### src/rtl/sync_fifo_param_pkg.sv
`default_nettype none
// ============================================================================
// Module      : sync_fifo_param_pkg
// Description : Shared constants and elaboration helpers for sync_fifo_param.
// Revision    : 1.0 - initial release
// ============================================================================
package sync_fifo_param_pkg;

  // Read-mode selector values for the FWFT parameter
  localparam int FIFO_MODE_REG  = 0;
  localparam int FIFO_MODE_FWFT = 1;

  // Ceiling log2, usable in constant expressions
  function automatic int clog2_f(input int value);
    int result;
    result = 0;
    while ((1 << result) < value) begin
      result = result + 1;
    end
    return result;
  endfunction

  // True when value is a power of two and at least 2
  function automatic bit is_pow2_f(input int value);
    return (value >= 2) && ((value & (value - 1)) == 0);
  endfunction

endpackage
`default_nettype wire

### src/rtl/sync_fifo_param_mem.sv
`default_nettype none
// ============================================================================
// Module      : sync_fifo_param_mem
// Description : DATA_W x DEPTH storage, one synchronous write port and one
//               asynchronous read port. Contents are never reset.
// Revision    : 1.0 - initial release
// ============================================================================
module sync_fifo_param_mem #(
  parameter int DATA_W = 8,
  parameter int DEPTH  = 16,
  parameter int AW     = 4
) (
  input  logic              clk,
  input  logic              we_i,
  input  logic [AW-1:0]     waddr_i,
  input  logic [DATA_W-1:0] wdata_i,
  input  logic [AW-1:0]     raddr_i,
  output logic [DATA_W-1:0] rdata_o
);

  logic [DATA_W-1:0] mem_q [DEPTH];

  // Write port: store the word at the write address when enabled
  always_ff @(posedge clk) begin
    if (we_i) begin
      mem_q[waddr_i] <= wdata_i;
    end
  end

  assign rdata_o = mem_q[raddr_i];

endmodule
`default_nettype wire

### src/rtl/sync_fifo_param.sv
`default_nettype none
// ============================================================================
// Module      : sync_fifo_param
// Description : Parametrised single-clock FIFO with registered or
//               first-word-fall-through read, occupancy count, almost
//               thresholds and one-cycle overflow/underflow pulses.
// Revision    : 1.0 - initial release
// ============================================================================
module sync_fifo_param
  import sync_fifo_param_pkg::*;
#(
  parameter int DATA_W   = 8,
  parameter int DEPTH    = 16,
  parameter int AF_LEVEL = DEPTH - 2,
  parameter int AE_LEVEL = 2,
  parameter int FWFT     = FIFO_MODE_REG
) (
  input  logic                   clk,
  input  logic                   rst_n,
  input  logic                   wr_en,
  input  logic [DATA_W-1:0]      wr_data,
  output logic                   full,
  output logic                   almost_full,
  output logic                   overflow,
  input  logic                   rd_en,
  output logic [DATA_W-1:0]      rd_data,
  output logic                   rd_valid,
  output logic                   empty,
  output logic                   almost_empty,
  output logic                   underflow,
  output logic [$clog2(DEPTH):0] count
);

  localparam int AW = clog2_f(DEPTH);
  localparam int CW = AW + 1;

  localparam logic [CW-1:0] C_FULL_CNT = CW'(DEPTH);
  localparam logic [CW-1:0] C_AF_CNT   = CW'(AF_LEVEL);
  localparam logic [CW-1:0] C_AE_CNT   = CW'(AE_LEVEL);

  // Parameter sanity checks, evaluated at elaboration
  if (!is_pow2_f(DEPTH)) begin : g_chk_depth
    $error("sync_fifo_param: DEPTH must be a power of 2 and >= 2");
  end
  if ((AF_LEVEL < 0) || (AF_LEVEL > DEPTH)) begin : g_chk_af
    $error("sync_fifo_param: AF_LEVEL outside 0..DEPTH");
  end
  if ((AE_LEVEL < 0) || (AE_LEVEL > DEPTH)) begin : g_chk_ae
    $error("sync_fifo_param: AE_LEVEL outside 0..DEPTH");
  end

  logic [AW-1:0]     wr_ptr_q, wr_ptr_d;
  logic [AW-1:0]     rd_ptr_q, rd_ptr_d;
  logic [CW-1:0]     count_q, count_d;
  logic              overflow_q, overflow_d;
  logic              underflow_q, underflow_d;
  logic              w_wr_ok;
  logic              w_rd_ok;
  logic [DATA_W-1:0] w_head;

  // Acceptance uses the pre-edge count only, so an empty FIFO never passes a
  // same-cycle write through to the reader and a full one never absorbs a
  // write on the strength of a same-cycle read.
  assign w_wr_ok = wr_en && (count_q != C_FULL_CNT);
  assign w_rd_ok = rd_en && (count_q != '0);

  // Next-state for pointers, occupancy and error pulses
  always_comb begin
    wr_ptr_d    = wr_ptr_q;
    rd_ptr_d    = rd_ptr_q;
    count_d     = count_q;
    overflow_d  = wr_en && !w_wr_ok;
    underflow_d = rd_en && !w_rd_ok;
    if (w_wr_ok) begin
      wr_ptr_d = wr_ptr_q + AW'(1);
    end
    if (w_rd_ok) begin
      rd_ptr_d = rd_ptr_q + AW'(1);
    end
    if (w_wr_ok && !w_rd_ok) begin
      count_d = count_q + CW'(1);
    end else if (w_rd_ok && !w_wr_ok) begin
      count_d = count_q - CW'(1);
    end
  end

  // State register with synchronous active-low reset
  always_ff @(posedge clk) begin
    if (!rst_n) begin
      wr_ptr_q    <= '0;
      rd_ptr_q    <= '0;
      count_q     <= '0;
      overflow_q  <= 1'b0;
      underflow_q <= 1'b0;
    end else begin
      wr_ptr_q    <= wr_ptr_d;
      rd_ptr_q    <= rd_ptr_d;
      count_q     <= count_d;
      overflow_q  <= overflow_d;
      underflow_q <= underflow_d;
    end
  end

  sync_fifo_param_mem #(
    .DATA_W (DATA_W),
    .DEPTH  (DEPTH),
    .AW     (AW)
  ) u_mem (
    .clk     (clk),
    .we_i    (w_wr_ok),
    .waddr_i (wr_ptr_q),
    .wdata_i (wr_data),
    .raddr_i (rd_ptr_q),
    .rdata_o (w_head)
  );

  // Flags decode the count register alone
  assign full         = (count_q == C_FULL_CNT);
  assign empty        = (count_q == '0);
  assign almost_full  = (count_q >= C_AF_CNT);
  assign almost_empty = (count_q <= C_AE_CNT);
  assign overflow     = overflow_q;
  assign underflow    = underflow_q;
  assign count        = count_q;

  if (FWFT == FIFO_MODE_FWFT) begin : g_fwft
    // Head word is presented directly; a pop simply advances the read pointer
    assign rd_data  = w_head;
    assign rd_valid = !empty;
  end else begin : g_reg
    logic [DATA_W-1:0] rd_data_q;
    logic              rd_valid_q;

    // Capture the head on an accepted read; data holds otherwise
    always_ff @(posedge clk) begin
      if (!rst_n) begin
        rd_data_q  <= '0;
        rd_valid_q <= 1'b0;
      end else begin
        rd_valid_q <= w_rd_ok;
        if (w_rd_ok) begin
          rd_data_q <= w_head;
        end
      end
    end

    assign rd_data  = rd_data_q;
    assign rd_valid = rd_valid_q;
  end

endmodule
`default_nettype wire
### config.mk
export PLATFORM = sky130hd
export DESIGN_NAME = sync_fifo_param
export DESIGN_NICKNAME = d
export VERILOG_FILES = /design/src/rtl/sync_fifo_param_pkg.sv /design/src/rtl/sync_fifo_param_mem.sv /design/src/rtl/sync_fifo_param.sv
export SDC_FILE = /design/constraint.sdc
export NUM_CORES = 1
export LEC_CHECK = 0
export CAP_MARGIN = 40
export CORE_MARGIN = 8
export CORE_UTILIZATION = 30
export CTS_CLUSTER_SIZE = 14
export DETAILED_ROUTE_END_ITERATION = 16
export PLACE_DENSITY = 0.49
export SETUP_SLACK_MARGIN = 0.3
export SYNTH_ARGS = -nofsm -noshare
export SYNTH_HDL_FRONTEND = slang
export SYNTH_SLANG_ARGS = --single-unit
### constraint.sdc
create_clock -name clk -period 3.9 [get_ports clk]
set_input_delay 0.39 -clock clk [delete_from_list [all_inputs] [get_ports clk]]
set_output_delay 0.39 -clock clk [all_outputs]
set_load 0.1 [all_outputs]
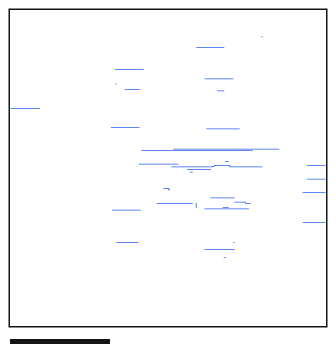
(images/met3.png)
The bar under the picture is 50 um long.
share of all routed wire: 3.2%
wire length on this layer: 438 um
main direction: horizontal
via count: 3,405
DRT Wirelength: 13,780 um

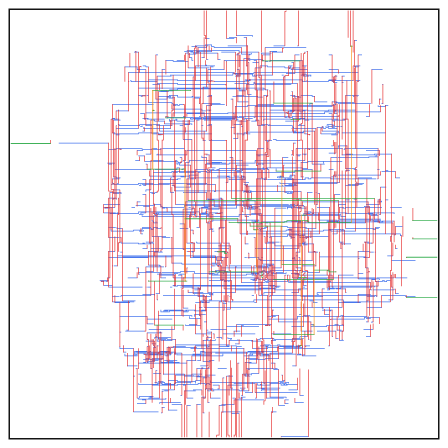
(images/metal_stack.png)
[green] met3 | wire length: 438 um
[red] met2 | wire length: 7,150 um
[blue] met1 | wire length: 5,930 um
[orange] met4 | wire length: 260 um
GRT Total Usage: 11.76%
routed wire length per instance: 18.79 um

==> results.py <==
# Generated from Yosys and OpenROAD reports
metrics = {
    "power": {
        "pwr-share-comb_pct": 33.3,
        "p_per_area_nw_per_um2": 712.9,
        "swShare_pct": 35.21,
        "intPower_w": 0.003526,
        "p_total_w": 0.005442,
        "p_seq_share_pct": 36.8,
    },
    "final_layout": {
        "comb_area_um2": 1659,
        "num-fill-cells": 1858,
        "final_cell_mix": "edfxtp_1 (128), mux2i_1 (69), o22ai_1 (32)",
        "stdcell_area_um2": 7634,
        "regArea_um2": 4328,
        "syn_to_final_growth_pct": 25.10,
        "utilization_pct": 37.97,
        "layout.cells.non_filler": 733,
        "diodes": 0,
    },
    "setup_path": {
        "arrival_ns": 3.13,
        "crit_required_ns": 4.25,
        "critPathLaunch": "count[0]$_SDFFE_PN0P_",
        "path_common_cell": "mux2i_1",
        "crit_fanout": 7,
        "critical-path-max-stage-delay_ns": 0.51,
        "crit_slowest_cell": "dfxtp_1",
        "cp_cell_sequence": "nor4_1, a21boi_1, ha_1, inv_1, fa_1, a21o_1, a21oi_1, mux2i_1, mux2i_1",
        "reg2reg_from": "count[0]$_SDFFE_PN0P_",
        "startpoint_type": "flop",
    },
    "timing": {
        "finalHoldViolCount": 0,
        "relSlewSlack_pct": 44.55,
        "clock_skew_ns": 0.01155,
        "holdWs_ns": 0.5375,
        "rsz0062_at_grt": "false",
        "worst_pin_slew_ns": 0.8287,
    },
    "synthesis": {
        "top_area_share_pct": 62.99,
        "topCombFamilyByArea": "multiplexers",
        "ys_sh_simple_pct": 5.946,
        "ys_cells": 397,
        "fp_nets": 419,
        "synth.avg_cell_area_um2": 15.37,
        "ys_area_um2": 6102,
        "synth_cell_types": 36,
        "synthArstFlopShare_pct": 0,
        "netlist_area_um2": 6102,
        "area_leaders": "edfxtp_1 (63%), mux2i_1 (11%), dfxtp_1 (7.9%)",
        "yosysSeqAreaShare_pct": 70.86,
        "synth_top_cell_by_area": "edfxtp_1",
        "ys_sh_mux_pct": 11.32,
        "numSynthFlops": 152,
        "edf_count": 128,
        "synth-warning-count": 0,
    },
    "status": {
        "status": "complete, no violations",
    },
    "floorplanning": {
        "fp.dieW_um": 158.6,
        "die_h_um": 158.6,
        "die-area_um2": 25160,
        "fp_util_pct": 30.35,
    },
    "global_routing": {
        "antenna_found_initial": 0,
        "grt_overflow": 0,
        "grt_pass1_wl_um": 20880,
    },
    "placement": {
        "dp_cells": 701,
        "placed_cell_area_um2": 7044,
        "post-dp-hpwl_um": 9349,
    },
    "clock_network": {
        "cts_setup_buffers": 0,
        "clkSlewWorstSetupHoldPaths_ns": 0.06,
        "cts_buffer_depth": 2,
        "clk-insertion-delay-late_ns": 0.42,
        "cts_tree": "yes",
    },
    "detailed_routing": {
        "drt_iter0_markers": 192,
        "via_per_inst": 4.645,
    },
}
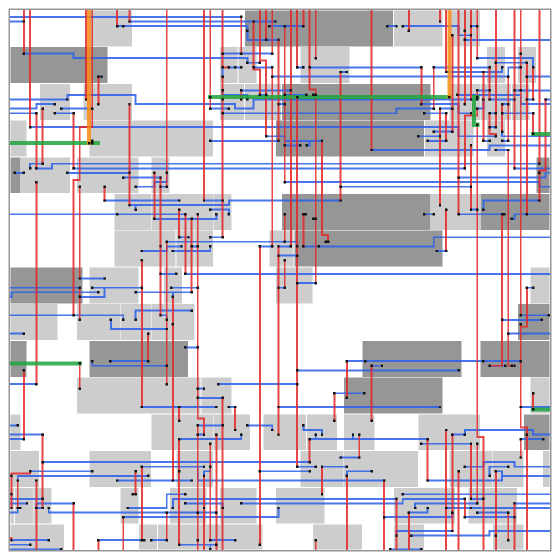
(images/zoom.png)
Region (59, 28) to (99, 68) um. Cells in grey, sequential cells in the stronger grey; small squares are vias.
[green] met3
[red] met2
[orange] met4
[blue] met1
netlist names of flops here include: `u_mem.mem_q` (6), `wr_ptr_q` (4)
sequential cells in the window: 10
cells with their middle in the window: 74
most frequent: mux2i_1 (8), ha_1 (7)

[final timing paths]
path | endpoint | slack [ns] | depth (start not counted)
max | count[4]$_SDFFE_PN0P_ | 1.12 | 9
min | rd_data[5]$_SDFFE_PN0P_ | 0.54 | 2
max reg2reg | count[4]$_SDFFE_PN0P_ | 1.12 | 9
min reg2reg | rd_data[5]$_SDFFE_PN0P_ | 0.54 | 2
[registers in the layout (all words and copies together) (netlist names)]
| register | flops |
|---|---|
| rd_ptr_q | 4 |
| underflow | 1 |
| rd_data | 8 |
| overflow | 1 |
| rd_valid | 1 |
| wr_ptr_q | 4 |
| count | 5 |
| u_mem.mem_q | 128 |
[final cells by class]
| cell class | instances | share of cell area [%] |
|---|---|---|
| flip-flops and latches | 152 | 56.70 |
| multi-input cells | 216 | 21.73 |
| repair buffers | 58 | 9.179 |
| clock buffers | 20 | 5.720 |
| well taps | 270 | 4.426 |
| clock inverters | 12 | 2.000 |
| inverters | 5 | 0.2459 |
[power groups by stage]
| stage | clock network (W) | registers, W | logic [W] |
|---|---|---|---|
| 2_1_floorplan | 0 | 0.00240 | 0.000778 |
| 3_3_place_gp | 0 | 0.00204 | 0.00154 |
| 3_5_place_dp | 0 | 0.00203 | 0.00183 |
| 4_1_cts | 0.00166 | 0.00200 | 0.00183 |
| 5_1_grt | 0.00172 | 0.00202 | 0.00191 |
| 6_report | 0.00163 | 0.00200 | 0.00181 |
[worst max-delay path: cells and delay by family (launching register included)]
kind	cells	cell delay [ns]
buf+inv	1	0.11
simple gates	1	0.13
compound gates	3	0.84
fa+ha+maj	2	0.70
flops	1	0.51
mux	2	0.41
[routing by layer]
layer  track usage [%]  vias to the layer above  wire [um]
li1                  -                     1638          -
met1             13.67                     1699       5925
met2             20.28                       49       7153
met3             2.470                       19        437
met4             5.703                        0        260
met5                 0                        -          0
No activity file was given, so power comes from the tool's default toggle rates.
